[src/rtl/fifo_pkg.sv]
// fifo_pkg: default sizing constants and the level/pointer width helper shared by the FIFO files
package fifo_pkg;
  localparam int DEF_WIDTH = 32;
  localparam int DEF_DEPTH = 16;
  function automatic int lvl_w(input int depth);
    return $clog2(depth) + 1;
  endfunction
endpackage

[src/rtl/fifo_mem.sv]
// fifo_mem: simple dual-port RAM, one write and one registered read port on clk, no reset
module fifo_mem
  import fifo_pkg::*;
#(
  parameter int WIDTH = DEF_WIDTH,
  parameter int DEPTH = DEF_DEPTH,
  parameter int AW    = $clog2(DEPTH)
) (
  input  logic             clk,
  input  logic             i_we,
  input  logic [AW-1:0]    i_waddr,
  input  logic [WIDTH-1:0] i_wdata,
  input  logic             i_re,
  input  logic [AW-1:0]    i_raddr,
  output logic [WIDTH-1:0] o_rdata
);
  logic [WIDTH-1:0] r_mem [DEPTH];
  always_ff @(posedge clk) begin
    if (i_we) r_mem[i_waddr] <= i_wdata;
    if (i_re) o_rdata <= r_mem[i_raddr];
  end
endmodule

[src/rtl/sync_fifo.sv]
// sync_fifo: synchronous FIFO with registered status and sticky error flags.
// Define SYNC_FIFO_FWFT_EN for first-word-fall-through output; default is registered-pop output.
module sync_fifo
  import fifo_pkg::*;
#(
  parameter int WIDTH     = DEF_WIDTH,
  parameter int DEPTH     = DEF_DEPTH,
  parameter int AF_THRESH = 14,
  parameter int AE_THRESH = 2
) (
  input  logic                      clk,
  input  logic                      rst_n,
  input  logic [WIDTH-1:0]          din,
  input  logic                      wr_en,
  input  logic                      rd_en,
  output logic [WIDTH-1:0]          dout,
  output logic                      dout_valid,
  output logic                      full,
  output logic                      empty,
  output logic                      almost_full,
  output logic                      almost_empty,
  output logic [lvl_w(DEPTH)-1:0]   level,
  output logic                      overflow,
  output logic                      underflow,
  input  logic                      clr_err
);
  localparam int AW = $clog2(DEPTH);
  localparam int PW = lvl_w(DEPTH);
  if (DEPTH < 4 || (DEPTH & (DEPTH - 1)) != 0) begin : g_bad_depth
    $error("sync_fifo: DEPTH must be a power of two >= 4");
  end
  if (AF_THRESH < 1 || AF_THRESH > DEPTH) begin : g_bad_af
    $error("sync_fifo: AF_THRESH must be in 1..DEPTH");
  end
  if (AE_THRESH < 0 || AE_THRESH > DEPTH - 1) begin : g_bad_ae
    $error("sync_fifo: AE_THRESH must be in 0..DEPTH-1");
  end
  logic [PW-1:0]    r_wr_ptr, r_rd_ptr, r_level;
  logic             r_full, r_empty, r_af, r_ae, r_ovf, r_udf;
  logic             w_wr_ok, w_rd_ok, w_re;
  logic [PW-1:0]    w_level_nxt, w_rd_ptr_nxt;
  logic [AW-1:0]    w_raddr;
  logic [WIDTH-1:0] w_rdata;
  assign w_wr_ok      = wr_en & ~r_full;
  assign w_rd_ok      = rd_en & ~r_empty;
  assign w_level_nxt  = r_level + PW'(w_wr_ok) - PW'(w_rd_ok);
  assign w_rd_ptr_nxt = r_rd_ptr + PW'(w_rd_ok);
  always_ff @(posedge clk or negedge rst_n) begin
    if (!rst_n) begin
      r_wr_ptr <= '0;
      r_rd_ptr <= '0;
      r_level  <= '0;
      r_full   <= 1'b0;
      r_empty  <= 1'b1;
      r_af     <= 1'b0;
      r_ae     <= 1'b1;
      r_ovf    <= 1'b0;
      r_udf    <= 1'b0;
    end else begin
      r_wr_ptr <= r_wr_ptr + PW'(w_wr_ok);
      r_rd_ptr <= w_rd_ptr_nxt;
      r_level  <= w_level_nxt;
      r_full   <= w_level_nxt == PW'(DEPTH);
      r_empty  <= w_level_nxt == '0;
      r_af     <= w_level_nxt >= PW'(AF_THRESH);
      r_ae     <= w_level_nxt <= PW'(AE_THRESH);
      r_ovf    <= (wr_en & r_full) | (r_ovf & ~clr_err);
      r_udf    <= (rd_en & r_empty) | (r_udf & ~clr_err);
    end
  end
  assign level        = r_level;
  assign full         = r_full;
  assign empty        = r_empty;
  assign almost_full  = r_af;
  assign almost_empty = r_ae;
  assign overflow     = r_ovf;
  assign underflow    = r_udf;
`ifdef SYNC_FIFO_FWFT_EN
  // RAM always prefetches the next head; a write landing on that slot is bypassed
  logic             r_byp;
  logic [WIDTH-1:0] r_byp_data;
  assign w_re    = 1'b1;
  assign w_raddr = w_rd_ptr_nxt[AW-1:0];
  always_ff @(posedge clk or negedge rst_n) begin
    if (!rst_n) begin
      r_byp      <= 1'b0;
      r_byp_data <= '0;
    end else begin
      r_byp      <= w_wr_ok && (r_wr_ptr[AW-1:0] == w_raddr);
      r_byp_data <= din;
    end
  end
  assign dout       = r_empty ? '0 : r_byp ? r_byp_data : w_rdata;
  assign dout_valid = ~r_empty;
`else
  // RAM output holds between pops; r_rd_seen masks it to zero until the first pop after reset
  logic r_rd_seen, r_dvalid;
  assign w_re    = w_rd_ok;
  assign w_raddr = r_rd_ptr[AW-1:0];
  always_ff @(posedge clk or negedge rst_n) begin
    if (!rst_n) begin
      r_rd_seen <= 1'b0;
      r_dvalid  <= 1'b0;
    end else begin
      r_rd_seen <= r_rd_seen | w_rd_ok;
      r_dvalid  <= w_rd_ok;
    end
  end
  assign dout       = r_rd_seen ? w_rdata : '0;
  assign dout_valid = r_dvalid;
`endif
  fifo_mem #(.WIDTH(WIDTH), .DEPTH(DEPTH), .AW(AW)) u_mem (
    .clk     (clk),
    .i_we    (w_wr_ok),
    .i_waddr (r_wr_ptr[AW-1:0]),
    .i_wdata (din),
    .i_re    (w_re),
    .i_raddr (w_raddr),
    .o_rdata (w_rdata)
  );
endmodule

[config.mk]
export PLATFORM = sky130hd
export DESIGN_NAME = sync_fifo
export DESIGN_NICKNAME = d
export VERILOG_FILES = /design/src/rtl/fifo_pkg.sv /design/src/rtl/fifo_mem.sv /design/src/rtl/sync_fifo.sv
export SDC_FILE = /design/constraint.sdc
export NUM_CORES = 1
export LEC_CHECK = 0
export CORE_UTILIZATION = 60
export CTS_CLUSTER_DIAMETER = 150
export DETAILED_ROUTE_END_ITERATION = 6
export PLACE_DENSITY = 0.79
export SETUP_SLACK_MARGIN = 0.3
export SLEW_MARGIN = 20
export SYNTH_ARGS = -nofsm -noshare
export SYNTH_HDL_FRONTEND = slang
export SYNTH_SLANG_ARGS = --single-unit
[constraint.sdc]
create_clock -name clk -period 3.96 [get_ports clk]
set_input_delay 0.792 -clock clk [delete_from_list [all_inputs] [get_ports clk]]
set_output_delay 0.792 -clock clk [all_outputs]
set_load 0.005 [all_outputs]
cell_classes.png
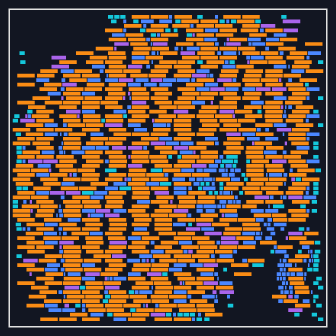
Key: other buffers and delay cells = cyan [cells 114, share of their area 4.8%]; flip-flops = orange [cells 565, share of their area 70%]; clock drivers and dummy loads = purple [cells 100, share of their area 7.2%]; all other logic = blue [cells 335, share of their area 18%]

wire_density.png
The die is cut into 38 by 38 equal tiles; dark blue is low, red is high, scaled to the fullest tile. Values are wire area over tile area, all layers added.
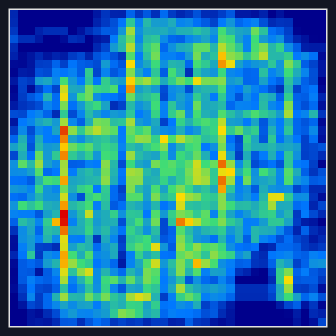
The densest ninth of the die: middle. 16% of the tiles are over half the peak. The mean over all tiles is 0.20. The fullest tile reaches 0.64. The emptiest ninth of the die: top left. 6.6% of the tiles are nearly empty.

met4.png
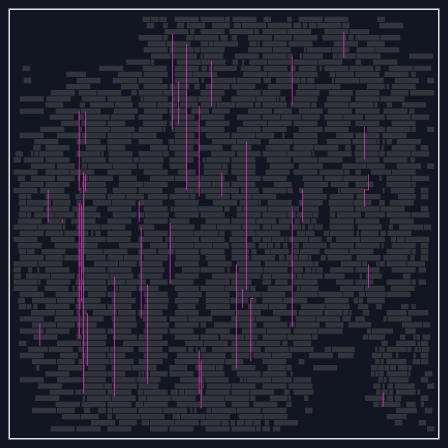
The wires run mostly vertical. The layer carries 1010 µm of wire.

final_clocks.png
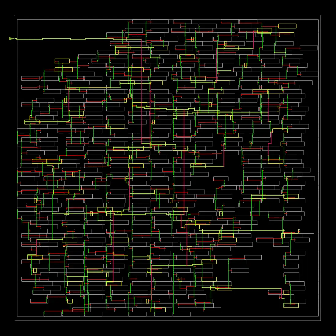
clk sinks: 565
CLK BUF: 66

clock_map.png
Bar = 50 µm.
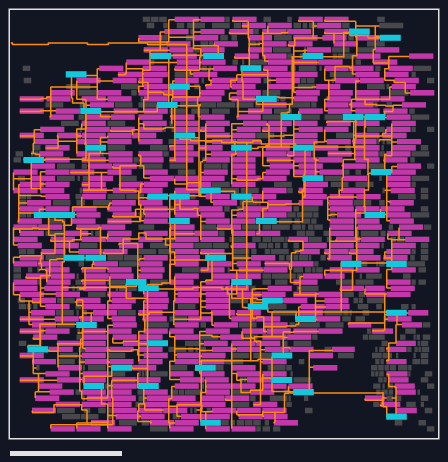
Key: cells driving clock nets = cyan [count 54]; flip-flops = magenta [count 565]; clock wires = orange [length 5810 µm]
There are 55 routed clock nets. Position of the flops: all over the die.

==> changes_impl.md <==
### Metrics

* Reg2reg end: empty
* Routed vias/inst at 6.476
* Crit path launch: r_rd_seen
* Synth Instances at 949
* R2r setup slk at 1.31 ns
* Fraction of area in registers at 68.26%
* Grt ovf at 0
* Final setup fails at 0
* XORs/XNORs by Area at 0.3286%
* Simple-gate area share of the yosys netlist at 2.576%
* Worst path slowest cell: dfrtp_2
* Leading power group: sequential cells
* Comb. pwr at 5.05 mW
* FF-to-FF path depth at 7
* Area grow syn2layout at 15.94%
* Cell family with most CP delay: buffers and inverters
* Worst setup path end: dout[10]
* Sw Ratio at 28.90%
* Status: complete, no violations
* Die X at 190.5 µm
* Asr flop ratio synth at 3.717%
* Port buffer count at 80
* Final hold vios at 0
* Detail Route Antenna Nets at 0
* Synth mux share at 13.52%
* Slew headroom at 24.89%
* Tool warnings at 26
* Number of cells in Yosys stat at 949
* Vias at 10160
* Fraction of layout cells with a size suffix above 1 at 23.70%
* Post-CTS resize count at 0
* Maxcap violations at 0
* Layout fillers at 1967
* Final Skew at 0.01326 ns
* Vias in the first global route at 10630
* Yosys chip area at 0.02132 mm²
* GRT met2 Usage at 42.95%
* Final Power at 18.16 mW
* Die Span Y at 190.5 µm
* Largest area contributor in the netlist: edfxtp_1
* GR Util met3 at 4.619%
* Flip-flops at 565
* Yosys warns at 0
* Combinational share of power at 27.8%
* Net Sw Power at 5.250 mW
* Deepest clock path buffer count at 3
* Total CTS buffers at 54
* DRC viols at 0
* Clk power at 5.08 mW
* Lkg Pwr at 7.951 nW
* CP Data Required Time at 3.17 ns
* Yosys top cell by instances: edfxtp_1
* Placed inst area at 0.02297 mm²
* Global Route met1 Usage at 35.31%
* FMAX at 0.3269 GHz
* Final clock-cell share at 7.081%
* Slew @ Worst Pin at 1.124 ns
* Top cells excl fill/tap: edfxtp_1 (544), mux4_2 (128), clkdlybuf4s50_1 (79)
* Commonest flop: edfxtp_1
* Synthesized area at 0.02132 mm²
* Setup TNS at 0 ns
* Multi-input gates at 329
* WP buf/inv at 2
* Die area at 0.03629 mm²
[metal layers]
| metal | vias to the layer above | routed length [µm] |
|---|---|---|
| met5 | - | 0 |
| met4 | 0 | 1008 |
| met3 | 83 | 3213 |
| met2 | 511 | 23230 |
| met1 | 5361 | 17650 |
| li1 | 4206 | - |
[per-stage QoR]
| stage | worst slack (ns) | hold slack (ns) | instances | utilization, % |
|---|---|---|---|---|
| after floorplan | 0.7346 | 0.4765 | 949 | - |
| after global placement | 0.5366 | 0.5097 | 1469 | 66.18 |
| after detailed placement | 0.4051 | 0.5252 | 1469 | 66.18 |
| after CTS | 0.4382 | 0.5342 | 1569 | 71.22 |
| after global routing | 0.7942 | 0.2050 | 1569 | 71.21 |
| final | 0.9006 | 0.1849 | 1569 | 71.21 |
Power is estimated from default activity; no workload was simulated.
